Fig. 1: clock wiring as the flow saved it
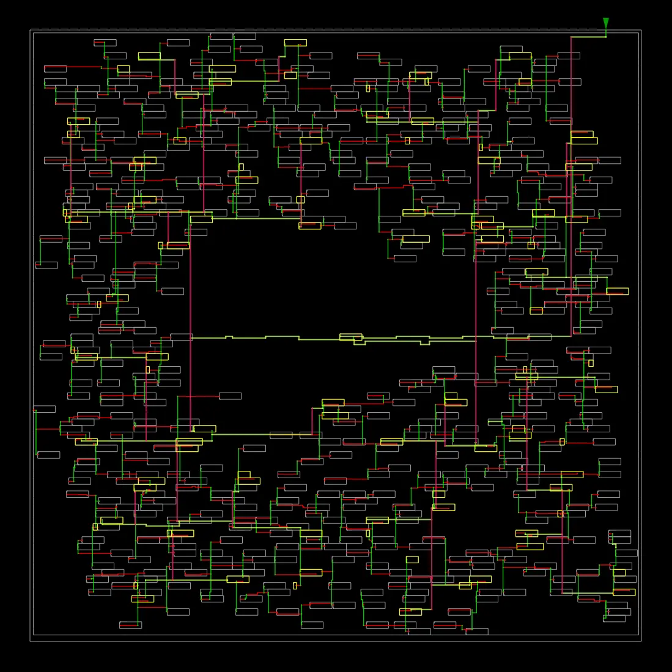
Fig. 2: sequential cells coloured by netlist name
Bar = 100 um. Other sequential cells in the stronger grey, the rest of the logic in the fainter grey.
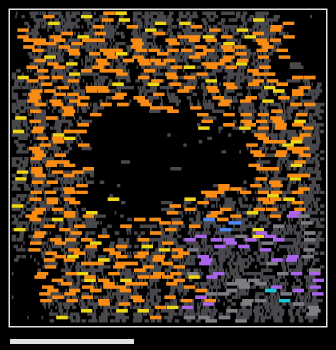
`src/rtl/ame_result_writer.sv`:
```
`default_nettype none
// +--------------------------------------------------------------------------+
// | ame_result_writer: writes latched solver results as single-beat AXI4     |
// | writes to base + 8*idx.                              Revision 1.0        |
// +--------------------------------------------------------------------------+
module ame_result_writer #(
   parameter int DATA_BITS = 64,
   parameter int ADDR_BITS = 32,
   parameter int NUM_WORDS = 6
) (
   input  logic                                clk_i,
   input  logic                                rst_i,
   input  logic                                start_i,
   input  logic [ADDR_BITS-1:0]                base_addr_i,
   input  logic                                affine_param6_i,
   input  logic [NUM_WORDS-1:0][DATA_BITS-1:0] data_i,
   output logic                                busy_o,
   output logic                                done_o,
   output logic                                err_o,
   output logic [ADDR_BITS-1:0]                m_axi_awaddr,
   output logic [7:0]                          m_axi_awlen,
   output logic [2:0]                          m_axi_awsize,
   output logic [1:0]                          m_axi_awburst,
   output logic                                m_axi_awvalid,
   input  logic                                m_axi_awready,
   output logic [DATA_BITS-1:0]                m_axi_wdata,
   output logic [DATA_BITS/8-1:0]              m_axi_wstrb,
   output logic                                m_axi_wlast,
   output logic                                m_axi_wvalid,
   input  logic                                m_axi_wready,
   input  logic [1:0]                          m_axi_bresp,
   input  logic                                m_axi_bvalid,
   output logic                                m_axi_bready
);

   localparam int                  IDX_BITS = $clog2(NUM_WORDS);
   localparam logic [IDX_BITS-1:0] LAST_IDX = IDX_BITS'(NUM_WORDS - 1);

   typedef enum logic [1:0] {
      S_IDLE = 2'd0,
      S_XFER = 2'd1,
      S_RESP = 2'd2
   } state_e;

   state_e                              state_q, state_d;
   logic [IDX_BITS-1:0]                 idx_q, idx_d;
   logic [ADDR_BITS-1:0]                base_q, base_d;
   logic [NUM_WORDS-1:0][DATA_BITS-1:0] data_q, data_d;
   logic                                busy_q, busy_d;
   logic                                done_q, done_d;
   logic                                err_q, err_d;
   logic                                awvalid_q, awvalid_d;
   logic                                wvalid_q, wvalid_d;
   logic [ADDR_BITS-1:0]                awaddr_q, awaddr_d;
   logic [DATA_BITS-1:0]                wdata_q, wdata_d;

   logic [IDX_BITS-1:0] first_idx;
   logic [IDX_BITS-1:0] idx_next;
   logic                aw_ok;
   logic                w_ok;

   function automatic logic [ADDR_BITS-1:0] addr_of(input logic [ADDR_BITS-1:0] base,
                                                    input logic [IDX_BITS-1:0]  idx);
      return base + (ADDR_BITS'(idx) << 3);
   endfunction

   assign first_idx = affine_param6_i ? IDX_BITS'(0) : IDX_BITS'(2);
   assign idx_next  = idx_q + 1'b1;
   // A channel counts as complete once its valid is low (already handshaken) or is being taken now.
   assign aw_ok     = !awvalid_q || m_axi_awready;
   assign w_ok      = !wvalid_q  || m_axi_wready;

   always_ff @(posedge clk_i or posedge rst_i) begin
      if (rst_i) begin
         state_q   <= S_IDLE;
         idx_q     <= '0;
         base_q    <= '0;
         data_q    <= '0;
         busy_q    <= 1'b0;
         done_q    <= 1'b0;
         err_q     <= 1'b0;
         awvalid_q <= 1'b0;
         wvalid_q  <= 1'b0;
         awaddr_q  <= '0;
         wdata_q   <= '0;
      end else begin
         state_q   <= state_d;
         idx_q     <= idx_d;
         base_q    <= base_d;
         data_q    <= data_d;
         busy_q    <= busy_d;
         done_q    <= done_d;
         err_q     <= err_d;
         awvalid_q <= awvalid_d;
         wvalid_q  <= wvalid_d;
         awaddr_q  <= awaddr_d;
         wdata_q   <= wdata_d;
      end
   end

   always_comb begin
      state_d   = state_q;
      idx_d     = idx_q;
      base_d    = base_q;
      data_d    = data_q;
      busy_d    = busy_q;
      done_d    = 1'b0;
      err_d     = err_q;
      awvalid_d = awvalid_q;
      wvalid_d  = wvalid_q;
      awaddr_d  = awaddr_q;
      wdata_d   = wdata_q;
      case (state_q)
         S_IDLE: begin
            // busy stays high through the done_o cycle so a coincident start is dropped.
            if (busy_q) begin
               busy_d = 1'b0;
            end else if (start_i) begin
               data_d    = data_i;
               base_d    = base_addr_i;
               idx_d     = first_idx;
               awaddr_d  = addr_of(base_addr_i, first_idx);
               wdata_d   = data_i[first_idx];
               err_d     = 1'b0;
               busy_d    = 1'b1;
               awvalid_d = 1'b1;
               wvalid_d  = 1'b1;
               state_d   = S_XFER;
            end
         end
         S_XFER: begin
            if (awvalid_q && m_axi_awready) awvalid_d = 1'b0;
            if (wvalid_q && m_axi_wready)   wvalid_d  = 1'b0;
            if (aw_ok && w_ok)              state_d   = S_RESP;
         end
         S_RESP: begin
            if (m_axi_bvalid) begin
               if (m_axi_bresp != 2'b00) err_d = 1'b1;
               if (idx_q == LAST_IDX) begin
                  done_d  = 1'b1;
                  state_d = S_IDLE;
               end else begin
                  idx_d     = idx_next;
                  awaddr_d  = addr_of(base_q, idx_next);
                  wdata_d   = data_q[idx_next];
                  awvalid_d = 1'b1;
                  wvalid_d  = 1'b1;
                  state_d   = S_XFER;
               end
            end
         end
         default: state_d = S_IDLE;
      endcase
   end

   assign busy_o        = busy_q;
   assign done_o        = done_q;
   assign err_o         = err_q;
   assign m_axi_awaddr  = awaddr_q;
   assign m_axi_awlen   = 8'h00;
   assign m_axi_awsize  = 3'h3;
   assign m_axi_awburst = 2'h1;
   assign m_axi_awvalid = awvalid_q;
   assign m_axi_wdata   = wdata_q;
   assign m_axi_wstrb   = '1;
   assign m_axi_wlast   = wvalid_q;
   assign m_axi_wvalid  = wvalid_q;
   assign m_axi_bready  = (state_q == S_RESP);

endmodule
`default_nettype wire

```
`config.mk`:
```
export PLATFORM = sky130hd
export DESIGN_NAME = ame_result_writer
export DESIGN_NICKNAME = d
export VERILOG_FILES = /design/src/rtl/ame_result_writer.sv
export SDC_FILE = /design/constraint.sdc
export NUM_CORES = 1
export LEC_CHECK = 0
export CAP_MARGIN = 25
export CORE_UTILIZATION = 40
export DETAILED_ROUTE_END_ITERATION = 16
export PLACE_DENSITY = 0.67
export SYNTH_ARGS = -nofsm -noshare
export SYNTH_HDL_FRONTEND = slang
export SYNTH_SLANG_ARGS = --single-unit
export TNS_END_PERCENT = 50
```
`constraint.sdc`:
```
create_clock -name clk_i -period 30.1 [get_ports clk_i]
set_input_delay 6.02 -clock clk_i [delete_from_list [all_inputs] [get_ports clk_i]]
set_output_delay 6.02 -clock clk_i [all_outputs]
set_load 0.02 [all_outputs]
```
==> results.txt <==
run results: outcome completed, Seq share, synth 0.514, PortBufs 527, pwr dens 100 nW/um^2, number of core rows 92, Synth Area in Compound Gates 0.0848, top cells by area dfrtp_1, nand2_1, mux4_2, mux2i_1, mux2_2, WP depth 10, final slew viol count 0, Max Fclk 100 MHz, total number of vias 20,931, DP Cell Count 3,867, maximum buffer depth of the clock tree 3, Hold WS 0.470 ns, Post-CTS Setup Inserts 0, fin nets 3,518, Max-Cap Viols 0, Top Layer Used met5, first-pass GRT wire length 122 mm, Synth-to-Final Area Change 29.7%, CP dominant cell by count buf_4, CP Capture Point data_q[168], slew margin rel. 0.267, MI comb cells 1,933, Crit-path slowest cell buf_4, DPL Wire Length 53.3 mm, CTS Hold Bufs 0, M1 GR Usage 0.314, Hold Path Origin data_q[85], IO Count 549, wl on met1 32.9 mm, number of flip-flops in the largest register 384, share of flip-flops with an asynchronous set or reset 1.00, drt first pass iters 6, Critical Setup Path Class input pin to flop, main flop type dfrtp_1, vias in the first global route 21,515, cell type taking the most area sequential cells, largest net degree at the start of global routing 178, die height 254 um, Cells after Synth 2,653, DRC 0, worst path bufs/invs 5, CTS tree yes, Most Used Layer, Global Route met2, Finished Layout Cells 3,999, Worst Hold Class flop to flop, CTS H-tree lvls 2, YS chip area 25,400 sq um, Setup crit end kind flop, final setup vio count 0, Worst Path Arrival 10.50 ns, Mux area share 0.114, Crit Reg-Reg Startpoint state_q[1], Mapped Avg Cell Area 9.59 sq um, OpenROAD warning count 35, Hold Vio Cnt, Final 0, initial antenna violation count 23, worst vdd ir 0.0505 mV, final WL 79.1 mm, Seq Cell Count 522, type of origin of the critical path input pin, multi-input gate share of total cell area 0.338, per-cell routed wire length 19.8 um, Synth flops 522, comb area leader simple AND/OR/NAND/NOR gates, Die Footprint 64,600 sq um, Worst Hold End data_q[85], cell with the most instances after synthesis nand2_1, minimum clock period 9.97 ns, Unique cell types 56, netlist area before placement 25,400 sq um
About Fig. 1:
Clock group: 740 uW
clkbuf count: 82
clk_skew: 0.0193 ns

About Fig. 2:
legend:
  yellow:
    netlist_name: m_axi_wdata
    flops: 64
    where: all over the die
  cyan:
    netlist_name: state_q
    flops: 2
  orange:
    netlist_name: data_q
    flops: 384
    where: all over the die
  blue:
    netlist_name: idx_q
    flops: 3
  purple:
    netlist_name: base_q
    flops: 32
    where: south-east

where the power goes:
part	leakage, uW	switching (uW)	internal [uW]
combinational	0.00843	801	587
sequential	0.00667	185	999
clock	0.000973	291	449
through the flow:
stage          setup WS [ns]  power [uW]  utilization
4_1_cts                19.90        3330        0.521
3_3_place_gp           19.45        2520        0.489
6_report               20.13        3310        0.524
5_1_grt                19.92        3530        0.524
2_1_floorplan           9.50        2160            -
3_5_place_dp           19.30        2580        0.489
cell families after synthesis:
logic type                 after synthesis
adders and majority gates                8
muxes                                  202
other                                    2
xor gates and xnor gates                48
DFF                                    522
buffers and inverters                  217
and+or+nand+nor                       1384
AOI/OAI and AO/OA                      270
worst min-delay path, delay by kind of cell, from the launching register on:
kind	cells	cell delay, ns
flops	1	0.34
simple gates	2	0.10
No activity file was given, so power comes from the tool's default toggle rates.
